--- config.mk ---
export PLATFORM = sky130hd
export DESIGN_NAME = prefetch_unit
export DESIGN_NICKNAME = d
export VERILOG_FILES = /design/src/rtl/prefetch_unit.sv
export SDC_FILE = /design/constraint.sdc
export NUM_CORES = 1
export LEC_CHECK = 0
export ABC_AREA = 1
export CORE_MARGIN = 3
export CORE_UTILIZATION = 45
export CTS_CLUSTER_DIAMETER = 40
export DETAILED_ROUTE_END_ITERATION = 10
export PLACE_DENSITY_LB_ADDON = 0.08
export SLEW_MARGIN = 5
export SYNTH_ARGS = -nofsm -noshare
export SYNTH_HDL_FRONTEND = slang
export SYNTH_SLANG_ARGS = --single-unit
--- constraint.sdc ---
create_clock -name clk -period 9.3 [get_ports clk]
set_clock_uncertainty 0.2 [all_clocks]
set_input_delay 2.325 -clock clk [delete_from_list [all_inputs] [get_ports clk]]
set_output_delay 2.325 -clock clk [all_outputs]
set_load 0.005 [all_outputs]
--- src/rtl/prefetch_unit.sv ---
// Instruction prefetcher: issues sequential pipelined Wishbone reads and delivers the
// responses in order to a valid/ready consumer, with redirect (flush) and fault halt.
module prefetch_unit #(
   parameter logic [31:0] RESET_PC        = 32'h8000_0000,
   parameter int          FIFO_DEPTH      = 8,
   parameter int          MAX_OUTSTANDING = 4
) (
   input  logic        clk,
   input  logic        rst,
   input  logic        pc_flush,
   input  logic [31:0] pc_new,
   output logic        bus_cyc,
   output logic        bus_stb,
   output logic [31:0] bus_adr,
   output logic        bus_we,
   output logic [3:0]  bus_sel,
   output logic [31:0] bus_dat_w,
   input  logic        bus_stall,
   input  logic        bus_ack,
   input  logic        bus_err,
   input  logic [31:0] bus_dat_r,
   output logic        dn_valid,
   input  logic        dn_ready,
   output logic [31:0] dn_instr,
   output logic [31:0] dn_pc,
   output logic        dn_fault
);

   localparam int PTR_W = $clog2(FIFO_DEPTH);
   localparam int CNT_W = $clog2(FIFO_DEPTH + 1);
   localparam logic [CNT_W-1:0] ONE = CNT_W'(1);

   typedef struct packed {
      logic [31:0] instr;
      logic [31:0] pc;
      logic        fault;
   } entry_t;

   entry_t           mem [FIFO_DEPTH];
   logic [PTR_W-1:0] rd_ptr;
   logic [PTR_W-1:0] wr_ptr;
   logic [CNT_W-1:0] count;
   logic [CNT_W-1:0] count_next;
   logic [CNT_W-1:0] outstanding;
   logic [CNT_W-1:0] out_next;
   logic [CNT_W-1:0] discard;
   logic [CNT_W-1:0] discard_next;
   logic [CNT_W:0]   budget;
   logic [31:0]      fetch_pc;
   logic [31:0]      resp_pc;
   logic             halt;
   logic             halt_next;
   logic             stb_next;
   logic             accept;
   logic             resp;
   logic             keep;
   logic             q_empty;
   logic             push;
   logic             pop;
   entry_t           new_entry;
   entry_t           head;

   assign bus_we    = 1'b0;
   assign bus_sel   = 4'hF;
   assign bus_dat_w = 32'h0;
   assign bus_adr   = fetch_pc;
   assign bus_cyc   = bus_stb | (outstanding != '0);

   // A response is kept only when no pre-flush responses remain to be dropped;
   // anything arriving in the flush cycle itself belongs to the old stream.
   assign accept  = bus_stb & ~bus_stall;
   assign resp    = bus_ack | bus_err;
   assign keep    = resp & (discard == '0) & ~pc_flush;
   assign q_empty = (count == '0);
   assign head    = mem[rd_ptr];

   assign new_entry.instr = bus_err ? 32'h0 : bus_dat_r;
   assign new_entry.pc    = resp_pc;
   assign new_entry.fault = bus_err;

   assign dn_valid = ~pc_flush & (q_empty ? keep : 1'b1);
   assign dn_instr = q_empty ? new_entry.instr : head.instr;
   assign dn_pc    = q_empty ? new_entry.pc    : head.pc;
   assign dn_fault = q_empty ? new_entry.fault : head.fault;

   assign push = keep & (~q_empty | ~dn_ready);
   assign pop  = ~q_empty & dn_ready & ~pc_flush;

   always_comb begin
      out_next     = outstanding;
      discard_next = discard;
      count_next   = count;
      halt_next    = halt;
      if (accept && !resp) begin
         out_next = outstanding + ONE;
      end else if (!accept && resp) begin
         out_next = outstanding - ONE;
      end
      if (push && !pop) begin
         count_next = count + ONE;
      end else if (!push && pop) begin
         count_next = count - ONE;
      end
      if (keep && bus_err) begin
         halt_next = 1'b1;
      end
      if (resp && discard != '0) begin
         discard_next = discard - ONE;
      end
      if (pc_flush) begin
         discard_next = out_next;
         count_next   = '0;
         halt_next    = 1'b0;
      end
   end

   // Issue only while every response that could still arrive has a guaranteed
   // queue slot; a request already on the bus is held until it is taken.
   always_comb begin
      budget   = {1'b0, count_next} + {1'b0, out_next};
      stb_next = (budget < (CNT_W+1)'(FIFO_DEPTH)) && (out_next < CNT_W'(MAX_OUTSTANDING)) &&
                 !halt_next && (discard_next == '0);
      if (bus_stb && bus_stall) begin
         stb_next = 1'b1;
      end
      if (pc_flush) begin
         stb_next = 1'b0;
      end
   end

   always_ff @(posedge clk) begin
      if (rst) begin
         fetch_pc    <= RESET_PC;
         resp_pc     <= RESET_PC;
         bus_stb     <= 1'b0;
         outstanding <= '0;
         discard     <= '0;
         halt        <= 1'b0;
         count       <= '0;
         rd_ptr      <= '0;
         wr_ptr      <= '0;
      end else begin
         bus_stb     <= stb_next;
         outstanding <= out_next;
         discard     <= discard_next;
         halt        <= halt_next;
         count       <= count_next;
         if (pc_flush) begin
            fetch_pc <= pc_new;
            resp_pc  <= pc_new;
            rd_ptr   <= '0;
            wr_ptr   <= '0;
         end else begin
            if (accept) begin
               fetch_pc <= fetch_pc + 32'd4;
            end
            if (keep) begin
               resp_pc <= resp_pc + 32'd4;
            end
            if (push) begin
               wr_ptr <= wr_ptr + PTR_W'(1);
            end
            if (pop) begin
               rd_ptr <= rd_ptr + PTR_W'(1);
            end
         end
      end
   end

   always_ff @(posedge clk) begin
      if (push) begin
         mem[wr_ptr] <= new_entry;
      end
   end

   a_no_overflow : assert property (@(posedge clk) disable iff (rst)
      !(push && !pop && count == CNT_W'(FIFO_DEPTH)));
   a_outstanding_limit : assert property (@(posedge clk) disable iff (rst)
      outstanding <= CNT_W'(MAX_OUTSTANDING));
   a_no_orphan_response : assert property (@(posedge clk) disable iff (rst)
      !(resp && outstanding == '0));

endmodule

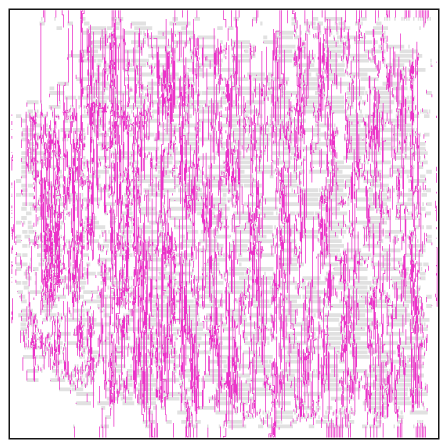
Figure 1: metal 2.
longest straight run: 83.6 um
wire length on this layer: 33.3 mm
main direction: vertical
share of all routed wire: 48%
nets with wire on the layer: 2,003

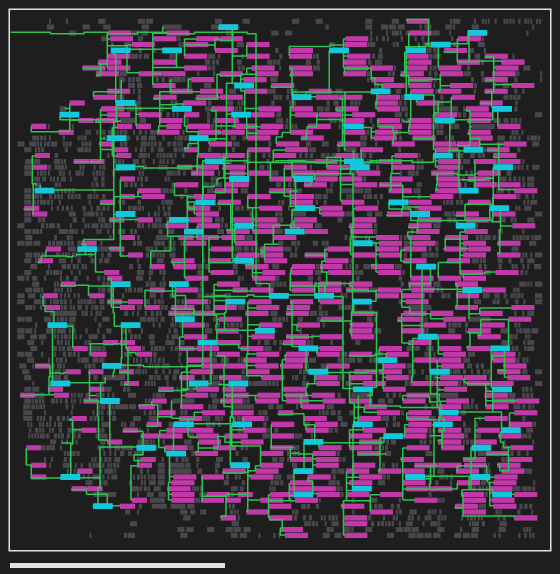
Figure 2: routed clock nets over the placement.
Scale bar: 100 um.
legend:
  clock drivers:
    colour: cyan
    count: 91
  clock wires:
    colour: green
    length: 7,570 um
  flip-flops:
    colour: magenta
    count: 607
routed clock nets: 92
flops lie: widely spread

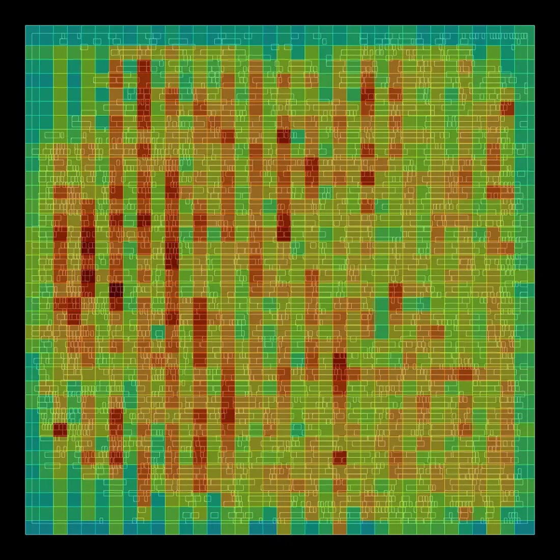
Figure 3: congestion heat map.
final core utilization: 54.8%
routed len/inst: 20.2 um
peak-usage layer in the global routing report: met2
GR Util All Layers: 21.8%

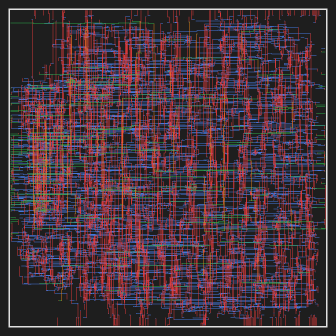
Figure 4: routed metal, one colour a layer.
legend:
  metal 1:
    colour: blue
    wire_length: 30.3 mm
  metal 4:
    colour: orange
    wire_length: 1,710 um
  metal 3:
    colour: green
    wire_length: 3,730 um
  metal 2:
    colour: red
    wire_length: 33.3 mm

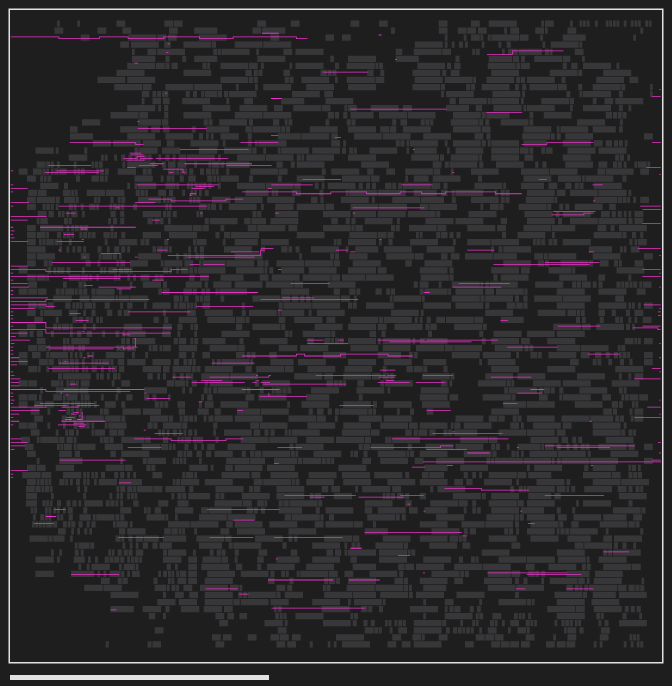
Figure 5: metal 3.
Scale bar: 100 um.
share of all routed wire: 5.4%
wire length on this layer: 3,730 um
main direction: horizontal

==> summary.rpt <==
RUN METRICS
----------------------------------------------------
[Status]
  Run status ........................ complete, no violations

[Final layout]
  Largest register by flop count ........................ mem
  Filler Cell Count ........................ 5,102
  Tally of clock buffers in the finished layout ........................ around 110
  Layout overhead on the synthesized area ........................ 19.8%
  Register cell area after layout ........................ 17,400 um^2
  Number of standard cells in the layout, taps in and fillers out ........................ 3,416
  Most numerous logic cells after layout ........................ 520 x edfxtp_1, 270 x o21ai_0, 269 x inv_1
  Clock network area share ........................ 9.68%
  Final design area excluding fillers ........................ 32,500 um^2
  Dominant logic cell type in the layout ........................ edfxtp_1
  Flop share of the area ........................ around 53%

[Min path]
  Worst min-delay path class ........................ reg2reg
  Source of the worst hold timing path ........................ bus_adr[1]$_SDFFE_PP0P_

[Logic synthesis]
  Top cells by count, synth ........................ 520 x edfxtp_1, 272 x inv_1, 270 x o21ai_0, 262 x nand2_1, 183 x a21oi_1
  Yosys-reported design area after synthesis ........................ 27,100 um^2
  Main flop type after synthesis ........................ edfxtp_1
  Top-area cell type share of the netlist area ........................ 57.6%
  Area of the mapped netlist ........................ 27,100 um^2

[Floorplanning]
  Die Size ........................ around 63,000 um^2
  # IOs ........................ 208
  Chip height ........................ 251 um
  Initial Utilization ........................ 45.7%
  Number of tap instances ........................ ~770

[Run]
  Tool warnings ........................ 34

[Pwr]
  Switching power summed over all nets ........................ 0.00161 W
  Combinational group power ........................ 0.000510 W
  Clk. pwr ........................ ~0.0034 W
  Sequential power share ........................ 43.8%
  Worst IR drop on VDD ........................ ~140 uV
  Sequential power ........................ 0.00308 W

[Place]
  Buffers added on ports ........................ 170
  Estimated wirelength of the detail-placed design ........................ 39.2 mm
  Post-detailed-placement cell area ........................ 29,300 um^2
  GPL Wtd Cong ........................ 0.851

[CTS]
  Setup Buffers After CTS ........................ 0
  Max H-tree Level ........................ 3
  Clock tree from TritonCTS ........................ done
  Total clock buffers created by CTS ........................ 91

[STA]
  Time the final worst path needs with I/O delays and setup ........................ 6750 ps
  Headroom to the max-slew limit ........................ 24.9%
  Setup_tns ........................ 0 ps
  Post-route worst setup slack ........................ about 2600 ps

[Routing]
  DRT antenna net count ........................ 0
  Iteration count of the initial detailed-routing pass ........................ 5
  Via count ........................ ~18,000
  Met1 wire length ........................ 30.3 mm

[Global routing]
  Met2 track demand over resource in global routing ........................ 36.6%
  Routing usage on met1 ........................ between 20% and 30%
  Global-route met3 utilization ........................ 4.13%

[Critical path]
  Worst setup endpoint ........................ dn_valid
  Gate family responsible for the most delay along the worst path ........................ buffers and inverters
  Reg-to-reg slack, setup ........................ 5770 ps
  Number of cells traversed by the worst register-to-register path ........................ 9

----------------------------------------------------
Power and IR drop assume default switching activity.
